Figure 1. Cells coloured by class (run 1).
Drawn at 4 px/micron. Fill, decap, tap and diode cells in grey.
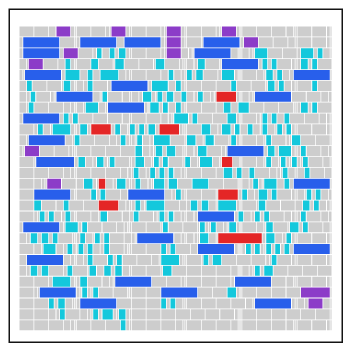
Figure 2. Metal 3 (run 1).
Drawn at 6 px/micron.
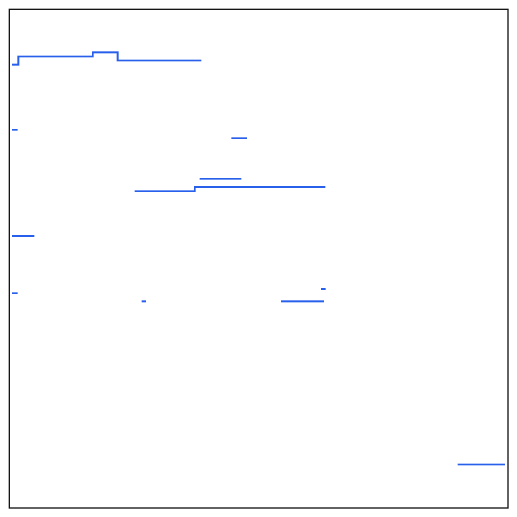
Figure 3. Sizing map (run 1).
Drawn at 4 px/micron.
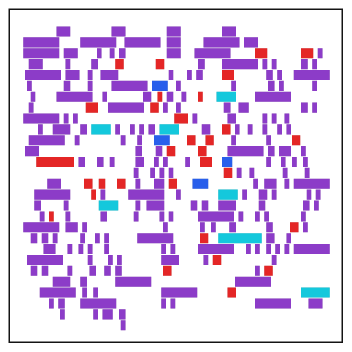
`src/rtl/pll_lock_sequencer.sv`:
```
// PLL bring-up sequencer: pulses PLL areset, qualifies a synchronized lock over a
// stability window, then releases the CPU reset and strobes a divided clock enable.
module pll_lock_sequencer #(
  parameter int unsigned ARESET_CYCLES = 8,
  parameter int unsigned LOCK_TIMEOUT  = 1000,
  parameter int unsigned STABLE_CYCLES = 64,
  parameter int unsigned MAX_RETRY     = 3,
  parameter int unsigned CLK_EN_DIV    = 4,
  localparam int unsigned RETRY_W = (MAX_RETRY > 0) ? $clog2(MAX_RETRY + 1) : 1
) (
  input  logic               clk,
  input  logic               rst_n,
  input  logic               pll_locked,
  output logic               pll_areset,
  output logic               sys_rst_n,
  output logic               clk_en_sys,
  output logic               ready,
  output logic               fault,
  output logic [RETRY_W-1:0] retry_cnt,
  output logic [2:0]         state
);

  localparam int unsigned AR_W  = (ARESET_CYCLES > 1) ? $clog2(ARESET_CYCLES) : 1;
  localparam int unsigned TO_W  = $clog2(LOCK_TIMEOUT);
  localparam int unsigned ST_W  = (STABLE_CYCLES > 1) ? $clog2(STABLE_CYCLES) : 1;
  localparam int unsigned DIV_W = (CLK_EN_DIV > 1) ? $clog2(CLK_EN_DIV) : 1;

  localparam logic [2:0] S_PLL_RST   = 3'd0;
  localparam logic [2:0] S_WAIT_LOCK = 3'd1;
  localparam logic [2:0] S_STABILIZE = 3'd2;
  localparam logic [2:0] S_RUN       = 3'd3;
  localparam logic [2:0] S_FAULT     = 3'd4;

  logic [1:0]         lock_sync;
  logic               lock_s;
  logic [2:0]         state_nxt;
  logic [AR_W-1:0]    ar_cnt, ar_cnt_nxt;
  logic [TO_W-1:0]    to_cnt, to_cnt_nxt;
  logic [ST_W-1:0]    st_cnt, st_cnt_nxt;
  logic [DIV_W-1:0]   div_cnt, div_cnt_nxt;
  logic [RETRY_W-1:0] retry_nxt;
  logic               pll_areset_nxt, sys_rst_n_nxt, clk_en_nxt, ready_nxt, fault_nxt;

  assign lock_s = lock_sync[1];

  // Two-flop synchronizer for the asynchronous PLL lock flag
  always_ff @(posedge clk or negedge rst_n) begin
    if (!rst_n) lock_sync <= 2'b00;
    else        lock_sync <= {lock_sync[0], pll_locked};
  end

  // State, counters and registered outputs
  always_ff @(posedge clk or negedge rst_n) begin
    if (!rst_n) begin
      state      <= S_PLL_RST;
      ar_cnt     <= '0;
      to_cnt     <= '0;
      st_cnt     <= '0;
      div_cnt    <= '0;
      retry_cnt  <= '0;
      pll_areset <= 1'b1;
      sys_rst_n  <= 1'b0;
      clk_en_sys <= 1'b0;
      ready      <= 1'b0;
      fault      <= 1'b0;
    end else begin
      state      <= state_nxt;
      ar_cnt     <= ar_cnt_nxt;
      to_cnt     <= to_cnt_nxt;
      st_cnt     <= st_cnt_nxt;
      div_cnt    <= div_cnt_nxt;
      retry_cnt  <= retry_nxt;
      pll_areset <= pll_areset_nxt;
      sys_rst_n  <= sys_rst_n_nxt;
      clk_en_sys <= clk_en_nxt;
      ready      <= ready_nxt;
      fault      <= fault_nxt;
    end
  end

  // Next-state and counter logic; each counter is cleared on entry to the state that uses it
  always_comb begin
    state_nxt   = state;
    ar_cnt_nxt  = ar_cnt;
    to_cnt_nxt  = to_cnt;
    st_cnt_nxt  = st_cnt;
    div_cnt_nxt = div_cnt;
    retry_nxt   = retry_cnt;
    case (state)
      S_PLL_RST: begin
        if (ar_cnt == AR_W'(ARESET_CYCLES - 1)) begin
          state_nxt  = S_WAIT_LOCK;
          to_cnt_nxt = '0;
          ar_cnt_nxt = '0;
        end else begin
          ar_cnt_nxt = ar_cnt + AR_W'(1);
        end
      end
      S_WAIT_LOCK: begin
        // A lock arriving on the timeout cycle wins over the retry
        if (lock_s) begin
          state_nxt  = S_STABILIZE;
          st_cnt_nxt = '0;
        end else if (to_cnt == TO_W'(LOCK_TIMEOUT - 1)) begin
          if (retry_cnt == RETRY_W'(MAX_RETRY)) begin
            state_nxt = S_FAULT;
          end else begin
            state_nxt  = S_PLL_RST;
            retry_nxt  = retry_cnt + RETRY_W'(1);
            ar_cnt_nxt = '0;
          end
        end else begin
          to_cnt_nxt = to_cnt + TO_W'(1);
        end
      end
      S_STABILIZE: begin
        if (!lock_s) begin
          state_nxt  = S_WAIT_LOCK;
          to_cnt_nxt = '0;
        end else if (st_cnt == ST_W'(STABLE_CYCLES - 1)) begin
          state_nxt   = S_RUN;
          div_cnt_nxt = '0;
        end else begin
          st_cnt_nxt = st_cnt + ST_W'(1);
        end
      end
      S_RUN: begin
        // Lock loss restarts the whole sequence with a fresh retry budget
        if (!lock_s) begin
          state_nxt  = S_PLL_RST;
          retry_nxt  = '0;
          ar_cnt_nxt = '0;
        end else if (div_cnt == DIV_W'(CLK_EN_DIV - 1)) begin
          div_cnt_nxt = '0;
        end else begin
          div_cnt_nxt = div_cnt + DIV_W'(1);
        end
      end
      S_FAULT: state_nxt = S_FAULT;
      default: state_nxt = S_PLL_RST;
    endcase
  end

  // Output values follow the state being entered so they change on the same edge
  always_comb begin
    pll_areset_nxt = (state_nxt == S_PLL_RST) || (state_nxt == S_FAULT);
    sys_rst_n_nxt  = (state_nxt == S_RUN);
    ready_nxt      = (state_nxt == S_RUN);
    fault_nxt      = (state_nxt == S_FAULT);
    clk_en_nxt     = (state_nxt == S_RUN) && (div_cnt_nxt == DIV_W'(CLK_EN_DIV - 1));
  end

endmodule

```
`config.mk`:
```
export PLATFORM = sky130hd
export DESIGN_NAME = pll_lock_sequencer
export DESIGN_NICKNAME = d
export VERILOG_FILES = /design/src/rtl/pll_lock_sequencer.sv
export SDC_FILE = /design/constraint.sdc
export NUM_CORES = 1
export LEC_CHECK = 0
export ABC_AREA = 1
export CAP_MARGIN = 20
export CELL_PAD_IN_SITES_DETAIL_PLACEMENT = 1
export CELL_PAD_IN_SITES_GLOBAL_PLACEMENT = 2
export CORE_MARGIN = 2
export CORE_UTILIZATION = 30
export CTS_CLUSTER_SIZE = 24
export DETAILED_ROUTE_END_ITERATION = 6
export PLACE_DENSITY_LB_ADDON = 0.1
export SYNTH_ARGS = -nofsm -noshare
export SYNTH_HDL_FRONTEND = slang
export SYNTH_SLANG_ARGS = --single-unit
```
`constraint.sdc`:
```
create_clock -name clk -period 2.3 [get_ports clk]
set_clock_uncertainty 0.2 [all_clocks]
set_input_delay 0.575 -clock clk [delete_from_list [all_inputs] [get_ports clk]]
set_output_delay 0.575 -clock clk [all_outputs]
set_load 0.01 [all_outputs]
```
==> flow_summary_export.csv, run 1 <==
group,metric,value,unit
final_layout,nNonClkInverters,25,
synthesis,synthFlopType,"sky130_fd_sc_hd__dfrtp_1",
clock_tree,clk_transition_reported_paths,0.07,ns
worst_setup_path,maximum_fanout_along_the_worst_path,7,
final_layout,nFlopsAndLatches,32,
floorplanning,well_tap_count,75,
sta,post_route_fraction_of_the_period_consumed_by_the_critical_path,0.939,
clock_tree,clock-root-buffer,"sky130_fd_sc_hd__clkbuf_8",
final_layout,n_clock_buffer,5,
final_layout,area_growth,16.4,%
global_routing,grt_start_max_net_pins,33,
synthesis,synthesis.nets,251,
synthesis,synth.cellmix.compoundShare,0.0650,
clock_tree,tritoncts,"yes",
worst_setup_path,number_of_cells_on_the_worst_reg_to_reg_path,9,
sta,fin_crit,2.16,ns
final_layout,antenna_cells,0,
synthesis,ys_seq_frac,0.430,
worst_hold_path,holdPathEnd,"lock_sync[1]$_DFF_PN0_",
clock_tree,numClockSinks,32,
final_layout,final-nonclk-buf-share,0.0645,
synthesis,postSynthCellCount,242,
floorplanning,io_pins,13,
worst_hold_path,holdCritStartpoint,"lock_sync[0]$_DFF_PN0_",
synthesis,synth_async_sr_flop_share,1.00,
pwr,power_spent_charging_and_discharging_nets,0.860,mW
floorplanning,initial_core_util,0.313,
worst_setup_path,worst_ep_required_time,1.52,ns
sta,timing.final.max_slew_violations,0,
outcome,status,"completed",
final_layout,logic_area,931,sq um
clock_tree,late_pin_clk_latency,0.28,ns
job,openroad.warnings,26,
synthesis,post_synth.cell_area_avg,7.71,sq um
worst_setup_path,worst-path-stages,1,
final_layout,most_instantiated_logic_cell_after_routing,"sky130_fd_sc_hd__nand2_1",
final_layout,comb_area_frac,0.429,
worst_setup_path,worstPathArrival,1.38,ns
final_layout,clock_area_frac,0.0513,
pwr,cell_internal_pwr,1.31,mW
placed_design,post-place-ws,0.441,ns
placed_design,placement.io_buffers,12,
global_routing,grt_use_met3,0.0308,
global_routing,first_global_vias,1671,
global_routing,wire_length_of_the_first_global_routing_pass,7810,microns
global_routing,antenna_found_initial,0,
detailed_routing,maxUsedRoutingLayer,"met4",
sta,setup_violations,0,
pwr,power.leakage,1.01,nW
job,timing.max_cap.violations,0,
clock_tree,cts_resized,0,
sta,postLayoutSetupSlackWorst,0.141,ns
floorplanning,chip_area,6870,sq um
clock_tree,h-tree-depth,2,
sta,finalHoldViolCount,0,
worst_setup_path,timing_worst_setup_path_type,"reg -> out",
worst_setup_path,worst_setup_path_endpoint,"state[1]",
pwr,power.sequential.fraction,0.367,
final_layout,buffers,13,
synthesis,synth.logic.top_family,"simple AND/OR/NAND/NOR gates",
final_layout,postLayoutCellArea,2170,sq um
synthesis,edf_count,0,
worst_setup_path,critical_path.reg2reg.endpoint,"to_cnt[8]$_DFFE_PN0P_",
placed_design,detailed_place.area,2060,sq um
clock_tree,numCtsBuffers,5,
detailed_routing,ant_nets,0,
detailed_routing,post_drt_via_cell_ratio,4.72,
global_routing,grt-busiest-layer,"met2",
worst_hold_path,hold_path_depth,0,
sta,worst_slew_margin_rel,0.711,
detailed_routing,dr.first_iter.drc_count,23,
final_layout,top_area_cell_class,"multi-input combinational cells",
worst_setup_path,worstPathBufferInverterCount,1,
detailed_routing,route.layer.met1.wl,1980,microns
floorplanning,placeableCoreArea,5960,sq um
clock_tree,clock_tree.buffer_depth,2,
pwr,seq_power,0.795,mW
detailed_routing,route.met3.wl,95,microns
placed_design,dpl.cell_count,326,
synthesis,synth.area.top_cells,"sky130_fd_sc_hd__dfrtp_1, sky130_fd_sc_hd__nand2_1, sky130_fd_sc_hd__nand3_1, sky130_fd_sc_hd__nor2_1, sky130_fd_sc_hd__inv_1",
floorplanning,die_height,82.9,microns
worst_setup_path,crit_start,"state[1]$_DFF_PN0_",
worst_setup_path,cp-end-kind,"primary output",
final_layout,num-nets-final,267,
pwr,power_density,998,nW/um^2
global_routing,grt_remaining_overflow,0,
detailed_routing,drt_wl_total,4490,microns
synthesis,post-synth-top-area-cell,"sky130_fd_sc_hd__dfrtp_1",
placed_design,hpwlAfterDp,3410,microns
pwr,pwr-share-clk,0.252,
detailed_routing,remaining_drc_errors,0,
sta,worstMarginPinSlew,0.434,ns
About Figure 1:
| colour | class | cells | share of their area |
|---|---|---|---|
| blue | flip-flops | 32 | 39% |
| red | clock drivers and dummy loads | 8 | 5.4% |
| cyan | all other logic | 206 | 49% |
| purple | other buffers and delay cells | 13 | 6.7% |

About Figure 2:
longest straight run: 21.6 microns
nets with wire on the layer: 8
wire length on this layer: 95.2 microns

About Figure 3:
| colour | size | cells | share |
|---|---|---|---|
| blue | drive 3 to 4 | 4 | 1.5% |
| cyan | drive 6 and up | 7 | 2.7% |
| purple | drive 1 or less | 217 | 84% |
| red | drive 2 | 31 | 12% |

==> inputs of run 2 (changes only) <==
- HOLD_SLACK_MARGIN: not set -> 0.15
- SLEW_MARGIN: not set -> 10
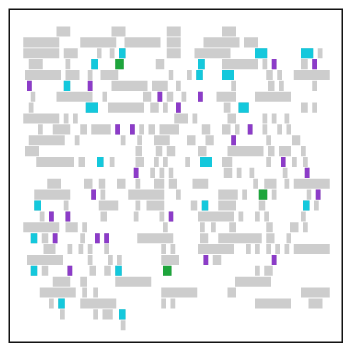
Figure 4: run 2, gate families picked out.
Drawn at 4 px/micron.
| colour | family | cells | most used |
|---|---|---|---|
| cyan | inverting AOI/OAI gates | 20 | o21ai_0 |
| green | AND and OR gates | 3 | or2_2 |
| purple | inverters | 25 | inv_1 |

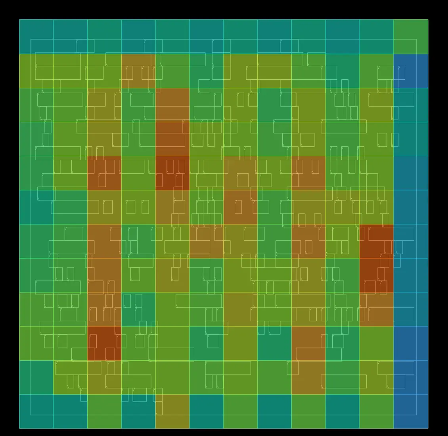
Figure 5: run 2, congestion heat map.
met2 track utilization from global routing: 0.250
met3 demand-to-capacity share in global routing: 0.0308
met1 usage: 0.167

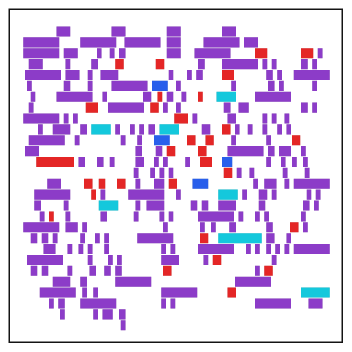
Figure 6: run 2, sizing map.
Drawn at 4 px/micron.
| colour | size | cells | share |
|---|---|---|---|
| purple | drive 1 or less | 217 | 84% |
| cyan | drive 6 and up | 7 | 2.7% |
| blue | drive 3 to 4 | 4 | 1.5% |
| red | drive 2 | 31 | 12% |

==> flow_summary_export.csv, run 2 <==
group,metric,value,unit
sta,worstMarginPinSlew,0.434,ns
pwr,power.sequential.fraction,0.367,
final_layout,area_growth,16.4,%
global_routing,grt_remaining_overflow,0,
final_layout,nFlopsAndLatches,32,
placed_design,dpl.cell_count,326,
synthesis,post-synth-top-area-cell,"sky130_fd_sc_hd__dfrtp_1",
final_layout,num-nets-final,267,
detailed_routing,maxUsedRoutingLayer,"met4",
final_layout,antenna_cells,0,
worst_setup_path,worst_setup_path_endpoint,"state[1]",
final_layout,clock_area_frac,0.0513,
clock_tree,numClockSinks,32,
detailed_routing,drt_wl_total,4490,microns
final_layout,n_clock_buffer,5,
detailed_routing,route.layer.met1.wl,1980,microns
synthesis,synthesis.nets,251,
clock_tree,h-tree-depth,2,
worst_setup_path,number_of_cells_on_the_worst_reg_to_reg_path,9,
job,openroad.warnings,26,
sta,timing.final.max_slew_violations,0,
global_routing,wire_length_of_the_first_global_routing_pass,7810,microns
floorplanning,placeableCoreArea,5960,sq um
placed_design,placement.io_buffers,12,
worst_setup_path,worst-path-stages,1,
synthesis,synth.area.top_cells,"sky130_fd_sc_hd__dfrtp_1, sky130_fd_sc_hd__nand2_1, sky130_fd_sc_hd__nand3_1, sky130_fd_sc_hd__nor2_1, sky130_fd_sc_hd__inv_1",
worst_hold_path,holdPathEnd,"lock_sync[1]$_DFF_PN0_",
floorplanning,well_tap_count,75,
clock_tree,cts_resized,0,
final_layout,buffers,13,
worst_setup_path,maximum_fanout_along_the_worst_path,7,
detailed_routing,remaining_drc_errors,0,
pwr,power_spent_charging_and_discharging_nets,0.860,mW
worst_setup_path,cp-end-kind,"primary output",
final_layout,most_instantiated_logic_cell_after_routing,"sky130_fd_sc_hd__nand2_1",
pwr,seq_power,0.795,mW
final_layout,logic_area,931,sq um
worst_setup_path,worst_ep_required_time,1.52,ns
pwr,power_density,998,nW/um^2
clock_tree,late_pin_clk_latency,0.28,ns
sta,finalHoldViolCount,0,
worst_setup_path,critical_path.reg2reg.endpoint,"to_cnt[8]$_DFFE_PN0P_",
global_routing,grt-busiest-layer,"met2",
synthesis,synth.cellmix.compoundShare,0.0650,
final_layout,postLayoutCellArea,2170,sq um
outcome,status,"completed",
worst_setup_path,crit_start,"state[1]$_DFF_PN0_",
sta,worst_slew_margin_rel,0.711,
final_layout,top_area_cell_class,"multi-input combinational cells",
job,timing.max_cap.violations,0,
sta,fin_crit,2.16,ns
sta,post_route_fraction_of_the_period_consumed_by_the_critical_path,0.939,
synthesis,synth_async_sr_flop_share,1.00,
floorplanning,chip_area,6870,sq um
floorplanning,die_height,82.9,microns
global_routing,first_global_vias,1671,
global_routing,grt_start_max_net_pins,33,
synthesis,edf_count,0,
detailed_routing,route.met3.wl,95,microns
worst_hold_path,holdCritStartpoint,"lock_sync[0]$_DFF_PN0_",
worst_setup_path,timing_worst_setup_path_type,"reg -> out",
placed_design,hpwlAfterDp,3410,microns
detailed_routing,ant_nets,0,
placed_design,post-place-ws,0.441,ns
final_layout,comb_area_frac,0.429,
final_layout,nNonClkInverters,25,
worst_hold_path,hold_path_depth,0,
worst_setup_path,worstPathArrival,1.38,ns
detailed_routing,dr.first_iter.drc_count,23,
worst_setup_path,worstPathBufferInverterCount,1,
==> inputs of run 3 (changes only) <==
- CORE_MARGIN: 2 -> not set
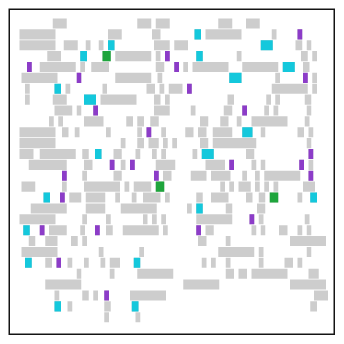
Figure 7: run 3, gate families picked out.
Drawn at 4 px/micron.
| colour | family | cells | most used |
|---|---|---|---|
| purple | inverters | 25 | inv_1 |
| green | AND and OR gates | 3 | or2_2 |
| cyan | inverting AOI/OAI gates | 20 | o21ai_0 |

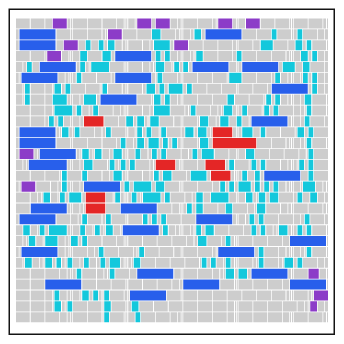
Figure 8: run 3, cells coloured by class.
Drawn at 4 px/micron. Fill, decap, tap and diode cells in grey.
| colour | class | cells | share of their area |
|---|---|---|---|
| blue | flip-flops | 32 | 38% |
| red | clock drivers and dummy loads | 8 | 6.1% |
| cyan | all other logic | 206 | 49% |
| purple | other buffers and delay cells | 14 | 6.4% |

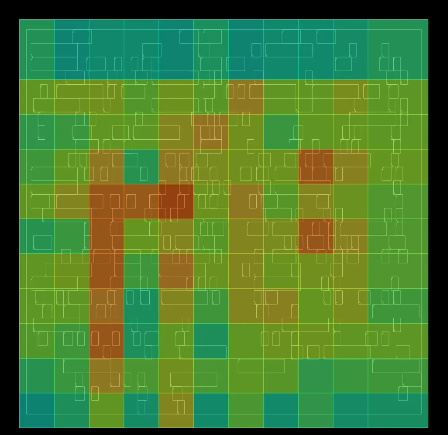
Figure 9: run 3, congestion heat map.
grt peak-use layer: met2
met3 demand-to-capacity share in global routing: 0.0337

==> flow_summary_export.csv, run 3 <==
group,metric,value,unit
worst_setup_path,type_of_origin_of_the_critical_path,"register",
final_layout,clock_area_frac,0.0580,
outcome,status,"completed",
detailed_routing,route.met3.wl,79,microns
synthesis,synthAdderAreaFrac,0.0402,
final_layout,most_instantiated_logic_cell_after_routing,"sky130_fd_sc_hd__nand2_1",
detailed_routing,route.layer.met1.wl,2140,microns
floorplanning,die_height,80.9,microns
placed_design,hpwlAfterDp,3550,microns
final_layout,finalNonFillerCells,335,
placed_design,dpl.cell_count,326,
sta,fin_crit,2.15,ns
detailed_routing,wl_met2,2370,microns
clock_tree,numClockSinks,32,
sta,holdWs,0.152,ns
floorplanning,placeableCoreArea,5960,sq um
synthesis,yosysMostFrequentCell,"sky130_fd_sc_hd__nand2_1",
pwr,power.leakage,1.02,nW
global_routing,first_global_vias,1646,
clock_tree,numCtsBuffers,5,
final_layout,largest_register_ffs,10,
worst_setup_path,setup.reg_to_reg.worst_slack,0.42,ns
clock_tree,clk_transition_reported_paths,0.07,ns
worst_setup_path,crit_start,"state[1]$_DFF_PN0_",
sta,finalHoldViolCount,0,
detailed_routing,dr.first_iter.drc_count,20,
job,timing.max_cap.violations,0,
floorplanning,fp-row-count,28,
placed_design,post-place-ws,0.440,ns
final_layout,comb_area_frac,0.427,
global_routing,use_met1,0.192,
worst_setup_path,crit-reg2reg-launch,"to_cnt[0]$_DFFE_PN0P_",
detailed_routing,post_drt_via_cell_ratio,4.71,
worst_hold_path,min-delay-path-class,"reg -> reg",
floorplanning,well_tap_count,75,
pwr,power.total,2.21,mW
clock_tree,cts_resized,0,
worst_setup_path,worst_ep_required_time,1.52,ns
pwr,powerComb,0.821,mW
detailed_routing,route.vias.total,1577,
worst_setup_path,cp-end-kind,"primary output",
final_layout,num-nets-final,268,
sta,setup_violations,0,
sta,worstMarginPinSlew,0.437,ns
placed_design,placement.io_buffers,12,
clock_tree,clock_tree.buffer_depth,2,
worst_setup_path,cp_top_family,"buffers and inverters",
synthesis,synth.top_cell.area_share,0.416,
worst_setup_path,cp_cell_sequence,"clkdlybuf4s50_1",
worst_setup_path,worst_setup_path_endpoint,"state[1]",
final_layout,comb.multi_input.count,181,
sta,rsz_0062_raised_after_global_routing,"no",
worst_setup_path,worst-path-stages,1,
clock_tree,clock-root-buffer,"sky130_fd_sc_hd__clkbuf_8",
synthesis,synthesis.nets,251,
synthesis,edf_count,0,
synthesis,synthFlopType,"sky130_fd_sc_hd__dfrtp_1",
synthesis,synth.area.mux_share,0.00536,
pwr,power_switching_share,0.383,
pwr,power.sequential.fraction,0.362,
worst_hold_path,holdCritStartpoint,"lock_sync[0]$_DFF_PN0_",
final_layout,final-nonclk-buf-share,0.0608,
global_routing,grt_util_all_layers,0.160,
floorplanning,initial_core_util,0.313,
global_routing,wire_length_of_the_first_global_routing_pass,7760,microns
floorplanning,io_pins,13,
final_layout,postLayoutCellArea,2180,sq um
final_layout,top_area_cell_class,"multi-input combinational cells",
worst_setup_path,worstPathBufferInverterCount,1,
sta,timing.setup.tns,0,ns
synthesis,ys_cells,242,
final_layout,buffers,14,
detailed_routing,ant_nets,0,
pwr,power_density,1020,nW/um^2
final_layout,nFlopsAndLatches,32,
placed_design,detailed_place.area,2040,sq um
pwr,clock_net_power,0.592,mW
final_layout,regArea,802,sq um
pwr,power_spent_charging_and_discharging_nets,0.847,mW
worst_hold_path,hold_path_depth,0,
pwr,seq_power,0.800,mW
detailed_routing,maxUsedRoutingLayer,"met4",
sta,worst_slew_margin_rel,0.709,
clock_tree,cts.repair_timing.setup_buffer_count,0,
final_layout,fillers,740,
final_layout,area.share.sequential,0.368,
final_layout,max_flop_register,"to_cnt",
worst_setup_path,number_of_cells_on_the_worst_reg_to_reg_path,9,
final_layout,most_frequent_cells_in_the_layout,"sky130_fd_sc_hd__nand2_1, sky130_fd_sc_hd__dfrtp_1, sky130_fd_sc_hd__nor2_1",
final_layout,n_clock_buffer,7,
final_layout,layout.core_utilization,0.366,
synthesis,post_synth.cell_area_avg,7.71,sq um
job,openroad.warnings,26,
worst_hold_path,holdPathEnd,"lock_sync[1]$_DFF_PN0_",
worst_setup_path,worstPathArrival,1.38,ns
sta,postLayoutSetupSlackWorst,0.149,ns
synthesis,post-synth-top-area-cell,"sky130_fd_sc_hd__dfrtp_1",
sta,fmax,465,MHz
pwr,peakVddDrop,0.389,mV
synthesis,synth_async_sr_flop_share,1.00,
detailed_routing,remaining_drc_errors,0,
pwr,combinationalPowerShare,0.371,
synthesis,postSynthCellCount,242,
final_layout,biggestRegsByFlops,"to_cnt (10), st_cnt (6)",
floorplanning,chip_area,6540,sq um
final_layout,logic_area,931,sq um
global_routing,grt_remaining_overflow,0,
synthesis,yosysWarnings,0,
worst_setup_path,cp_slowest_cell,"sky130_fd_sc_hd__clkdlybuf4s50_1",
clock_tree,h-tree-depth,2,
final_layout,drive_gt1_frac,0.165,
synthesis,synth.cellmix.compoundShare,0.0650,
synthesis,synthDistinctLibCells,29,
global_routing,grtUsageMet2,0.282,
synthesis,top_cells_by_count_synth,"sky130_fd_sc_hd__nand2_1, sky130_fd_sc_hd__dfrtp_1, sky130_fd_sc_hd__nor2_1, sky130_fd_sc_hd__inv_1, sky130_fd_sc_hd__nand3_1",
worst_setup_path,maximum_fanout_along_the_worst_path,7,
detailed_routing,drtPass1Iterations,4,
detailed_routing,drt_wl_total,4630,microns
synthesis,synth.yosys.chip_area,1870,sq um
worst_setup_path,critical_path.reg2reg.endpoint,"to_cnt[7]$_DFFE_PN0P_",
sta,timing.final.max_slew_violations,0,
synthesis,xor_area_frac,0.0188,
synthesis,numSynthFlops,32,
worst_setup_path,timing_worst_setup_path_type,"reg -> out",
final_layout,antenna_cells,0,
final_layout,nNonClkInverters,25,
synthesis,synth.area.top_cells,"sky130_fd_sc_hd__dfrtp_1, sky130_fd_sc_hd__nand2_1, sky130_fd_sc_hd__nand3_1, sky130_fd_sc_hd__nor2_1, sky130_fd_sc_hd__inv_1",
clock_tree,late_pin_clk_latency,0.28,ns
pwr,pwr-share-clk,0.267,
sta,post_route_fraction_of_the_period_consumed_by_the_critical_path,0.935,
global_routing,grt_start_max_net_pins,33,
final_layout,area_growth,16.8,%
detailed_routing,routedWlPerCell,13.8,microns
Power and IR drop assume default switching activity.
